File: config.mk
export PLATFORM = sky130hd
export DESIGN_NAME = xnor_popcount_acc
export DESIGN_NICKNAME = d
export VERILOG_FILES = /design/src/rtl/xnor_popcount_acc.sv
export SDC_FILE = /design/constraint.sdc
export NUM_CORES = 1
export LEC_CHECK = 0
export CORE_MARGIN = 1
export CORE_UTILIZATION = 50
export CTS_CLUSTER_DIAMETER = 150
export DETAILED_ROUTE_END_ITERATION = 8
export GPL_TIMING_DRIVEN = 1
export HOLD_SLACK_MARGIN = 0.06
export PLACE_DENSITY_LB_ADDON = 0.15
export SYNTH_ARGS = -nofsm -noshare
export SYNTH_HDL_FRONTEND = slang
export SYNTH_SLANG_ARGS = --single-unit
File: constraint.sdc
create_clock -name clk -period 10.3 [get_ports clk]
set_input_delay 1.03 -clock clk [delete_from_list [all_inputs] [get_ports clk]]
set_output_delay 1.03 -clock clk [all_outputs]
set_load 0.02 [all_outputs]
File: src/rtl/xnor_popcount_acc.sv
// xnor_popcount_acc
//   Accumulates the +/-1 dot product of binarized activations and binary
//   weights over a frame of BEATS beats. Each beat contributes
//   popcount(~(act ^ wgt)) matches. At frame end it emits
//   sum = 2*matches - WIDTH*BEATS and a re-binarized sign bit.
//
// Ports
//   clk, rst            clock, synchronous active-high reset
//   in_valid/in_ready   beat handshake; in_ready depends only on state
//   in_act, in_wgt      WIDTH-bit activation / weight beat
//   thresh              (XNOR_ACC_THRESH_EN only) signed compare level,
//                       sampled on the edge that enters OUT
//   out_valid/out_ready result handshake
//   out_sum             signed frame sum, SUM_W bits
//   out_bit             out_sum >= thresh (or >= 0 without the macro)
//   busy                frame partially accumulated or result held
//
// Build option: define XNOR_ACC_THRESH_EN to add the thresh port.
module xnor_popcount_acc #(
  parameter  int WIDTH = 32,
  parameter  int BEATS = 8,
  localparam int CNT_W = $clog2(WIDTH*BEATS+1),
  localparam int SUM_W = CNT_W + 1
) (
  input  logic                    clk,
  input  logic                    rst,
  input  logic                    in_valid,
  output logic                    in_ready,
  input  logic [WIDTH-1:0]        in_act,
  input  logic [WIDTH-1:0]        in_wgt,
`ifdef XNOR_ACC_THRESH_EN
  input  logic signed [SUM_W-1:0] thresh,
`endif
  output logic                    out_valid,
  input  logic                    out_ready,
  output logic signed [SUM_W-1:0] out_sum,
  output logic                    out_bit,
  output logic                    busy
);

  localparam int              BC_W       = $clog2(BEATS+1);
  localparam logic [SUM_W-1:0] FRAME_BITS = SUM_W'(WIDTH*BEATS);
  localparam logic [BC_W-1:0]  LAST_IDX   = BC_W'(BEATS-1);

  typedef enum logic [1:0] {IDLE, ACC, OUT} state_t;

  state_t                   state, state_nxt;
  logic [BC_W-1:0]          beat_cnt;
  logic [CNT_W-1:0]         match_acc, beat_match, acc_nxt;
  logic [WIDTH-1:0]         agree;
  logic                     xfer, last_beat, bit_nxt;
  logic signed [SUM_W-1:0]  sum_nxt;

  assign in_ready  = (state == IDLE) || (state == ACC);
  assign out_valid = (state == OUT);
  assign busy      = (state != IDLE);
  assign xfer      = in_valid && in_ready;

  // Per-beat match count plus the would-be frame result if this beat ends it.
  always_comb begin
    agree      = ~(in_act ^ in_wgt);
    beat_match = '0;
    for (int i = 0; i < WIDTH; i++) beat_match += CNT_W'(agree[i]);
    // IDLE starts a fresh frame, so the old accumulator is not added.
    acc_nxt   = (state == ACC) ? match_acc + beat_match : beat_match;
    last_beat = (state == IDLE) ? (BEATS == 1) : (beat_cnt == LAST_IDX);
    // 2*m fits unsigned in SUM_W; the modular subtract lands on the
    // correct two's-complement value over -WIDTH*BEATS..+WIDTH*BEATS.
    sum_nxt   = $signed({acc_nxt, 1'b0} - FRAME_BITS);
`ifdef XNOR_ACC_THRESH_EN
    bit_nxt   = (sum_nxt >= thresh);
`else
    // Zero maps to +1, same as the upstream binarizer.
    bit_nxt   = ~sum_nxt[SUM_W-1];
`endif
  end

  always_ff @(posedge clk) begin
    if (rst) state <= IDLE;
    else     state <= state_nxt;
  end

  always_comb begin
    state_nxt = state;
    case (state)
      IDLE:    if (xfer) state_nxt = last_beat ? OUT : ACC;
      ACC:     if (xfer && last_beat) state_nxt = OUT;
      OUT:     if (out_ready) state_nxt = IDLE;
      default: state_nxt = IDLE;
    endcase
  end

  // Datapath only moves on a transfer, so X on idle data lanes never
  // reaches the accumulator.
  always_ff @(posedge clk) begin
    if (rst) begin
      beat_cnt  <= '0;
      match_acc <= '0;
      out_sum   <= '0;
      out_bit   <= 1'b0;
    end else begin
      if (xfer) begin
        match_acc <= acc_nxt;
        beat_cnt  <= (state == IDLE) ? BC_W'(1) : beat_cnt + BC_W'(1);
        if (last_beat) begin
          out_sum <= sum_nxt;
          out_bit <= bit_nxt;
        end
      end
      if (out_valid && out_ready) begin
        beat_cnt  <= '0;
        match_acc <= '0;
      end
    end
  end

endmodule

### Wires at chosen ports, followed through buffers

Scale: 6 px per µm.
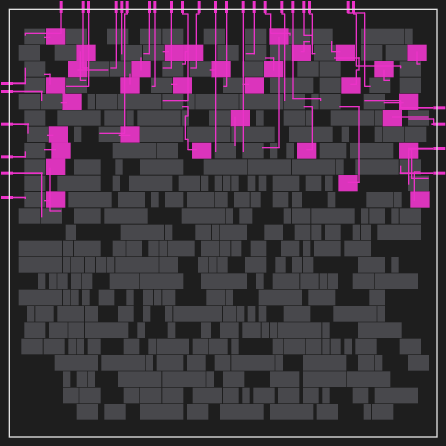
Magenta shows `in_act`, direction input, edge 22 north, 6 west, 4 east, end cells 32, buffers 32, wire 516 µm.
Port-buffer cells: 80
Top-Level Pins: 82

### Register map, names as in the netlist

Scale: 4 px per µm.
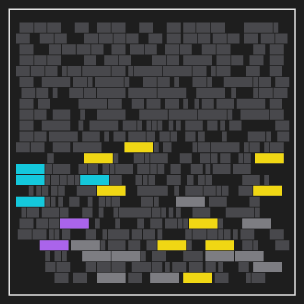
Cyan shows `beat_cnt`, placed flops 4, where west. Yellow shows `match_acc`, placed flops 9. Purple shows `state`, placed flops 2.

==> flow_summary.json <==
{
  "warning_count": 26,
  "violations": "design-rule violations",
  "postRouteAntennaNets": 0,
  "clock.latency.late_pin_ps": 270,
  "final.setup.worst_slack_ps": 3020,
  "grt_pass1_vias": 1841,
  "reg2regPathDepth": 8,
  "critPathMaxStageDelay_ps": 580,
  "period_used_pct": 70.6,
  "vias_per_cell": 5.00,
  "drive_above_1_share_pct": 5.04,
  "coreArea_um2": 4470,
  "layout_top_cells": "clkdlybuf4s50_1, inv_1, nor2_1",
  "grt_pass1_wl_um": 7900,
  "status": "finished with violations",
  "grtUsageMet1_pct": 25.1,
  "critPathMaxFanout": 5,
  "post-place-ws_ps": 2680,
  "yosys_area_um2": 2380,
  "die.size.y_um": 71.0,
  "met2_length_um": 2520,
  "slowest_stage": "fa_1",
  "dr.first_iter.drc_count": 67,
  "area_growth_pct": 37.3,
  "drv_cap": 0,
  "synth_flop_count": 25,
  "place_area_um2": 3230,
  "startpoint": "in_wgt[0]",
  "top_layer_used": "met4",
  "grt_use_met2_pct": 34.9,
  "dieArea_um2": 5050,
  "rr_startpoint": "match_acc[0]$_SDFFE_PP0P_",
  "drt-total-wl_um": 4710,
  "tightest_slew_ps": 504,
  "hold_slack_ps": 477,
  "ctsRootBufferMaster": "clkbuf_8",
  "gp_congestion": 0.785,
  "rsz0062_at_grt": "no",
  "grt_antenna_before_repair": 0,
  "dr.pass1.iters": 8,
  "fin_area_um2": 3270,
  "tns_ps": 0,
  "gr-usage-met3_pct": 3.42,
  "rows": 24,
  "met3WireLength_um": 147,
  "syn_area_per_cell_um2": 9.20,
  "top_area_share_pct": 21.0,
  "drcViolationCount": 2,
  "cts.sinks": 25,
  "yosysCellCount": 259,
  "cp-end-kind": "flop",
  "hold_class": "flop to flop",
  "cp_top_family": "adder cells",
  "dp_hpwl_um": 4070
}
-- area by class of cell --
class / instances / area, µm²
tap: 52 / 65.1
inverter: 31 / 116
timing repair buffer: 82 / 816
multi-input combinational: 195 / 1730
clock buffer: 4 / 45.0
sequential: 25 / 500
fill: 360 / 1200
-- sequential cells by signal (all words and copies together) (netlist names) --
name and count:
match_acc 9, out_sum 9, beat_cnt 4, state 2, out_bit 1
-- path summary, 6_finish.rpt --
| kind | to | slack, ps |
|---|---|---|
| worst max-delay path | out_bit$_SDFFE_PP0P_ | 3020 |
| worst min-delay path | beat_cnt[1]$_SDFFE_PP0P_ | 480 |
| worst max register to register | out_sum[9]$_SDFFE_PP0P_ | 8010 |
| worst min register to register | beat_cnt[1]$_SDFFE_PP0P_ | 480 |
-- synth_stat cells (all sizes together) --
| cell | number |
|---|---|
| a31o | 1 |
| a211oi | 16 |
| xor2 | 25 |
| o21a | 1 |
| o31ai | 1 |
| nor2b | 2 |
| buf | 5 |
| a311oi | 1 |
| conb | 1 |
| mux2i | 4 |
| nand2b | 2 |
| and2b | 1 |
| o21ai | 6 |
| a2111oi | 1 |
| xnor2 | 16 |
| fa | 25 |
| dfxtp | 25 |
| a21o | 5 |
| o21bai | 1 |
| inv | 31 |
| ha | 14 |
| nand3 | 5 |
| clkbuf | 3 |
| nand2 | 17 |
| and2 | 1 |
| nor3b | 1 |
| a21boi | 1 |
| nand4 | 2 |
| nor2 | 28 |
| a21oi | 14 |
| nor4 | 1 |
| nor3 | 2 |
-- kinds of logic after synthesis --
family	share of synthesized area, %
buffers and inverters	6.46
adder cells (fa/ha/maj)	28.3
AND/OR/NAND/NOR	11.9
multiplexers	2.20
XOR/XNOR	15.1
AND-OR/OR-AND	14.9
other	0.157
flip-flops	21.0
